## src/rtl/rover_pkg.sv

```systemverilog
// Shared definitions for the rover search scheduler: state encoding and
// the per-state brake/drive output decode.
package rover_pkg;

    localparam int unsigned STATE_W = 3;
    localparam int unsigned MINES_W = 8;

    typedef enum logic [STATE_W-1:0] {
        ST_IDLE      = 3'd0,
        ST_ADVANCE   = 3'd1,
        ST_SWEEP     = 3'd2,
        ST_MINE_HOLD = 3'd3,
        ST_SETTLE    = 3'd4,
        ST_FAULT     = 3'd5
    } rover_state_e;

    typedef struct packed {
        logic drive_en;
        logic drive_brake;
        logic carriage_brake;
        logic fault;
    } rover_out_t;

    // Brakes default on; anything unrecognised decodes as a safe stop.
    function automatic rover_out_t decode_outputs(input rover_state_e s);
        rover_out_t o;
        o = '{drive_en: 1'b0, drive_brake: 1'b1, carriage_brake: 1'b1, fault: 1'b0};
        case (s)
            ST_ADVANCE: begin
                o.drive_en    = 1'b1;
                o.drive_brake = 1'b0;
            end
            ST_SWEEP, ST_MINE_HOLD, ST_SETTLE: o.carriage_brake = 1'b0;
            ST_FAULT:   o.fault = 1'b1;
            default:    ;
        endcase
        return o;
    endfunction

endpackage

```

## src/rtl/rover_dwell_timer.sv

```systemverilog
// Loadable down-counter that parks at zero; done is high while it reads zero.
module rover_dwell_timer #(
    parameter int unsigned CNT_W = 30
) (
    input  logic             clk,
    input  logic             rst_n,
    input  logic             load,
    input  logic [CNT_W-1:0] load_val,
    output logic             done
);

    logic [CNT_W-1:0] cnt_q;

    always_ff @(posedge clk) begin
        if (!rst_n) begin
            cnt_q <= '0;
        end else if (load) begin
            cnt_q <= load_val;
        end else if (cnt_q != '0) begin
            cnt_q <= cnt_q - CNT_W'(1);
        end
    end

    assign done = (cnt_q == '0);

endmodule

```

## src/rtl/rover_sequencer.sv

```systemverilog
// Rover search scheduler: alternates drive steps with carriage sweeps,
// holds the drive while a mine is flagged, and faults on timeouts.
module rover_sequencer
    import rover_pkg::*;
#(
    parameter int unsigned STEP_CYCLES   = 50_000_000,
    parameter int unsigned SETTLE_CYCLES = 10_000_000,
    parameter int unsigned SWEEP_TIMEOUT = 300_000_000,
    parameter int unsigned MINE_TIMEOUT  = 500_000_000,
    parameter int unsigned CNT_W         = 30
) (
    input  logic               clk,
    input  logic               rst_n,
    input  logic               enable,
    input  logic               mine,
    input  logic               end_a,
    input  logic               end_b,
    output logic               drive_en,
    output logic               drive_brake,
    output logic               carriage_brake,
    output logic               fault,
    output logic [STATE_W-1:0] state,
    output logic [MINES_W-1:0] mines_cleared
);

    rover_state_e     state_q;
    rover_state_e     state_nxt;
    logic             end_a_q;
    logic             end_b_q;
    logic             end_edge_c;
    logic             timer_done;
    logic             timer_load;
    logic [CNT_W-1:0] timer_val;
    logic             clear_done_c;
    rover_out_t       out_nxt;

    assign end_edge_c = (end_a & ~end_a_q) | (end_b & ~end_b_q);

    rover_dwell_timer #(.CNT_W(CNT_W)) u_timer (
        .clk      (clk),
        .rst_n    (rst_n),
        .load     (timer_load),
        .load_val (timer_val),
        .done     (timer_done)
    );

    // Next state in priority order: enable, then mine, then timer/end edge.
    always_comb begin
        state_nxt    = state_q;
        clear_done_c = 1'b0;
        timer_val    = '0;
        timer_load   = 1'b0;
        if (!enable) begin
            state_nxt = ST_IDLE;
        end else begin
            case (state_q)
                ST_IDLE:      state_nxt = ST_ADVANCE;
                ST_ADVANCE: begin
                    if (mine)            state_nxt = ST_MINE_HOLD;
                    else if (timer_done) state_nxt = ST_SWEEP;
                end
                ST_SWEEP: begin
                    if (mine)            state_nxt = ST_MINE_HOLD;
                    else if (end_edge_c) state_nxt = ST_ADVANCE;
                    else if (timer_done) state_nxt = ST_FAULT;
                end
                ST_MINE_HOLD: begin
                    if (!mine)           state_nxt = ST_SETTLE;
                    else if (timer_done) state_nxt = ST_FAULT;
                end
                ST_SETTLE: begin
                    if (mine) begin
                        state_nxt = ST_MINE_HOLD;
                    end else if (timer_done) begin
                        state_nxt    = ST_ADVANCE;
                        clear_done_c = 1'b1;
                    end
                end
                ST_FAULT:     state_nxt = ST_FAULT;
                default:      state_nxt = ST_IDLE;
            endcase
        end

        // Every state change reloads the dwell for the state being entered.
        timer_load = (state_nxt != state_q);
        case (state_nxt)
            ST_ADVANCE:   timer_val = CNT_W'(STEP_CYCLES - 1);
            ST_SWEEP:     timer_val = CNT_W'(SWEEP_TIMEOUT - 1);
            ST_MINE_HOLD: timer_val = CNT_W'(MINE_TIMEOUT - 1);
            ST_SETTLE:    timer_val = CNT_W'(SETTLE_CYCLES - 1);
            default:      timer_val = '0;
        endcase

        out_nxt = decode_outputs(state_nxt);
    end

    always_ff @(posedge clk) begin
        if (!rst_n) begin
            state_q        <= ST_IDLE;
            end_a_q        <= 1'b0;
            end_b_q        <= 1'b0;
            drive_en       <= 1'b0;
            drive_brake    <= 1'b1;
            carriage_brake <= 1'b1;
            fault          <= 1'b0;
            mines_cleared  <= '0;
        end else begin
            state_q        <= state_nxt;
            end_a_q        <= end_a;
            end_b_q        <= end_b;
            drive_en       <= out_nxt.drive_en;
            drive_brake    <= out_nxt.drive_brake;
            carriage_brake <= out_nxt.carriage_brake;
            fault          <= out_nxt.fault;
            if (clear_done_c && (mines_cleared != {MINES_W{1'b1}})) begin
                mines_cleared <= mines_cleared + MINES_W'(1);
            end
        end
    end

    assign state = state_q;

endmodule

```

## config.mk

```make
export PLATFORM = sky130hd
export DESIGN_NAME = rover_sequencer
export DESIGN_NICKNAME = d
export VERILOG_FILES = /design/src/rtl/rover_pkg.sv /design/src/rtl/rover_dwell_timer.sv /design/src/rtl/rover_sequencer.sv
export SDC_FILE = /design/constraint.sdc
export NUM_CORES = 1
export LEC_CHECK = 0
export CORE_MARGIN = 2
export CORE_UTILIZATION = 40
export DETAILED_ROUTE_END_ITERATION = 10
export GPL_TIMING_DRIVEN = 0
export MAX_ROUTING_LAYER = met4
export REMOVE_ABC_BUFFERS = 1
export SETUP_SLACK_MARGIN = 0.4
export SLEW_MARGIN = 20
export SYNTH_ARGS = -nofsm -noshare
export SYNTH_HDL_FRONTEND = slang
export SYNTH_SLANG_ARGS = --single-unit
```

## constraint.sdc

```tcl
create_clock -name clk -period 3.7 [get_ports clk]
set_input_delay 0.555 -clock clk [delete_from_list [all_inputs] [get_ports clk]]
set_output_delay 0.555 -clock clk [all_outputs]
set_load 0.03 [all_outputs]
```

Fig. 1: the metal 2 layer
Cells faint in the background.
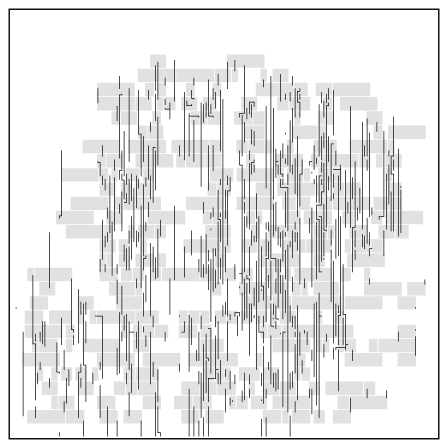
The layer holds 45% of the routed length. The wires run mostly vertical. 261 nets have wire on it. The layer carries 2,460 µm of wire. The longest straight run is 35.4 µm.

Fig. 2: routed metal, one colour a layer
Two of the layers only.
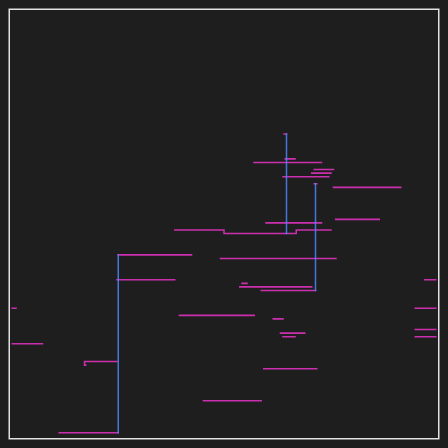
Key: magenta = M3 [wire length 249 µm]; blue = M4 [wire length 73.4 µm]
Via Count: 2,154
wire per inst: 14.4 µm
final wirelength: 5.51 mm
Total GRT Usage: 18.8%

Fig. 3: clock wiring as the flow saved it
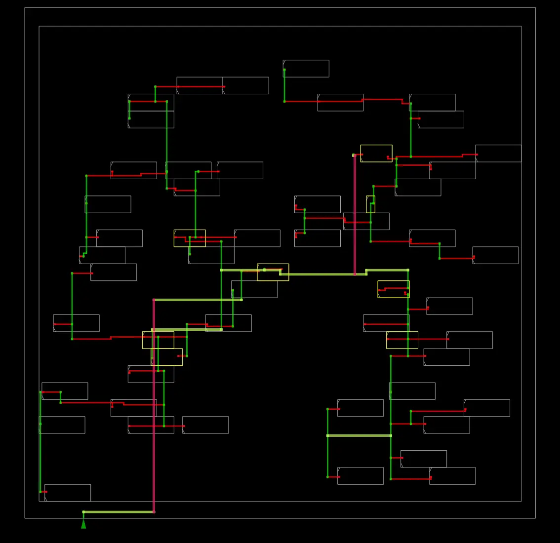
Clock Sinks: 47
Clk Latency, worst-skew pair: 300 ps
Num CTS Buffers: 5

==> Slide: Implementation Results <==
Synthesis and Place & Route Summary

Power and ir drop
  – Pwr Total: roughly 1.2 mW
  – Psw: between 0.3 and 0.4 mW
  – Sw frac: 31.2%
  – Clock power frac: around 28%
  – Combinational Power: 0.282 mW
  – Sequential power: slightly below 0.6 mW
  – Leak: 0.994 nW
  – Power per cell area: around 420 mW/mm²
  – Pint: ~0.83 mW
  – Max rail drop VDD: about 0.22 mV
  – Flop pwr share: roughly half
  – Gate power share: a little under a quarter
  – Top power group: sequential cells
  – Clk power: approximately 0.34 mW

Setup path
  – Worst reg2reg path depth: 8
  – Worst R2R End: u_timer.cnt_q[10]
  – Crit path launch: u_timer.cnt_q[0]
  – Max FO, Critical Path: 8
  – CP Data Arrival Time: between 3000 and 4000 ps
  – Setup CP Type: reg2reg
  – Critical path startpoint category: flop
  – Worst EP required: 3900 ps
  – Critical Path End Type: flop
  – R2R Path Start: u_timer.cnt_q[0]
  – Reg2Reg Setup Slack: about 630 ps
  – Crit path to: u_timer.cnt_q[10]

Final timing
  – Fin crit share: 82.9%
  – Setup ws final: between 600 and 700 ps
  – Worst slew margin: 49.5%
  – Worst Skew: slightly below 9 ps
  – Setup TNS: 0 ps
  – Final setup viols: 0
  – Crit path time final: between 3000 and 4000 ps
  – Final hold slack: between 500 and 600 ps
  – Unrepaired setup endpoints after global routing: false
  – Final Hold Viols: 0
  – Fmax: ~330 MHz
  – Max-slew violation count: 0
  – Slew @ Worst Pin: 752 ps

Outcome
  – Status: finished clean

Clock network
  – Post-CTS sizing: 4
  – Clock buffer depth: 2
  – Clock root buffer: clkbuf_8
  – # H-tree levels: 2
  – CTS tree: yes
  – Cts hold-fix bufs: 0
  – Post CTS Setup Buffer Count: 0
  – Reg clk slew, reported paths: about 90 ps

Route
  – Detail Route met2 WL: 2.46 mm
  – Vias per inst: roughly 5.6
  – Routed wire length on met3: about 250 µm
  – Detailed Route Iter0 Violations: 144
  – M1 wire length: about 2.7 mm
  – Total iterations of the first detailed-routing run: 6
  – Antenna-violating nets left: 0
  – Residual DRC: 0
  – Top routing layer used: met4

Cells and area
  – Non-Filler Instances: roughly 380
  – Number of diodes: 0
  – Non-clk bufs: 24
  – Nets: approximately 310
  – Final instance area: approximately 0.0028 mm²
  – Filler cells: about 590
  – Area delta synth->final: 17.3%
  – Clock buf count: 8
  – Most common logic cells in the final layout: dfxtp_1, nor2_1, nand2_1, xnor2_1, clkdlybuf4s50_1
  – Final Util: between 40% and 50%
  – Largest class: logic gates
  – Multi-In Gates: approximately 220
  – Flop count: between 40 and 50
  – Signal inverters: 6
  – Logic share of the area: between 50% and 60%
  – Share of cells above drive strength 1: slightly below 8%
  – Clock-cell share of area: 3.52%
  – Comb gate area: around 0.0015 mm²
  – Final non-clock buffer share: about 8%
  – Top cell excl fill/tap: dfxtp_1
  – Reg area: approximately 940 µm²

Die
  – Rows: 28
  – Total die area: 0.00670 mm²
  – I/O Pins: 21
  – Well Taps: ~75
  – Die extent in x: roughly 82 µm
  – Die Y: a little over 80 µm
  – Starting Density: 41.2%
  – Floorplan Core Area: ~0.0059 mm²

Global route
  – Vias in the first global route: ~2,000
  – GR Overflow Total: 0
  – First-pass GRT wire length: roughly 9.5 mm
  – Initial antenna violation count: 0
  – Largest net degree at the start of global routing: 20

Placed design
  – Dpl cells: ~370
  – PortBufs: 20
  – DPL Wire Length: around 4 mm
  – GPL Wtd Cong: between 0.7 and 0.8
  – DP Area: approximately 0.0027 mm²

Logic synthesis
  – Ys Warns: 0
  – Post-synth regs: 47
  – Synthesized area per cell: approximately 8.5 µm²
  – Synth Cell Area: 0.00242 mm²
  – Dominant flop cell: dfxtp_1
  – EDFF count, synth: 0
  – Chip Area, Yosys: 0.00242 mm²
  – Post-Synthesis Cells: approximately 290
  – Ys async rst share: 0%
  – Register share after synthesis: 38.8%
  – Cell total in the yosys stat output: 285
  – Yosys cell types: roughly 51

Hold path
  – Hold Crit Class: reg2reg
  – Min-delay src: u_timer.cnt_q[11]
  – Hold-critical path endpoint: u_timer.cnt_q[11]
  – Worst hold path stage count: 2

Flow run
  – Tool Warnings: 25
  – Max-cap violations: 0
## synthesized netlist by cell type (2+ instances only)
master | number | area share [%]
a32o_1 | 2 | 0.83
nand4_1 | 7 | 1.8
or2_2 | 2 | 0.52
nand2_1 | 24 | 3.7
xnor2_1 | 21 | 7.6
ha_1 | 2 | 1.0
or4b_1 | 2 | 0.83
or3_1 | 3 | 0.77
nand2b_1 | 9 | 2.3
clkbuf_1 | 6 | 0.93
nor3_1 | 9 | 1.9
nor2_1 | 31 | 4.8
o22ai_1 | 5 | 1.3
o21ai_0 | 18 | 3.7
nor4_1 | 15 | 3.9
and3_1 | 2 | 0.52
xor2_1 | 13 | 4.7
mux2i_1 | 2 | 0.83
buf_2 | 2 | 0.41
a31oi_1 | 3 | 0.77
a21oi_1 | 9 | 1.9
and2_1 | 5 | 1.3
or4_4 | 2 | 0.93
inv_1 | 6 | 0.93
o211ai_1 | 2 | 0.62
nand4b_1 | 2 | 0.72
nand3_1 | 6 | 1.2
or4_1 | 5 | 1.5
o2111ai_1 | 2 | 0.72
dfxtp_1 | 47 | 39
## cells by family after synthesis
kind of cell | synth area share (%)
xor+xnor | 12.3
buf+inv | 2.89
compound gates | 14.6
flops | 38.8
simple gates | 29.2
fa+ha+maj | 1.44
mux | 0.826
## per-layer routing
layer,GRT usage [%],vias to the layer above
li1,-,1086
met1,26.0,1006
met2,27.1,56
met3,3.96,6
met4,6.50,0
met5,-,-
## worst max-delay path: stages (launching register included)
cell and delay (ps):
dfxtp_1 330, inv_1 60, ha_1 190, or4b_1 500
nor4_1 600, a31oi_1 240, a311oi_4 460, nand2b_1 250
a32o_1 320
## state kept, by name, summed over array words and instances (netlist names)
register,cells
drive_brake,1
mines_cleared,8
end_b_q,1
end_a_q,1
fault,1
u_timer.cnt_q,30
carriage_brake,1
state,3
drive_en,1
Power and IR drop assume default switching activity.
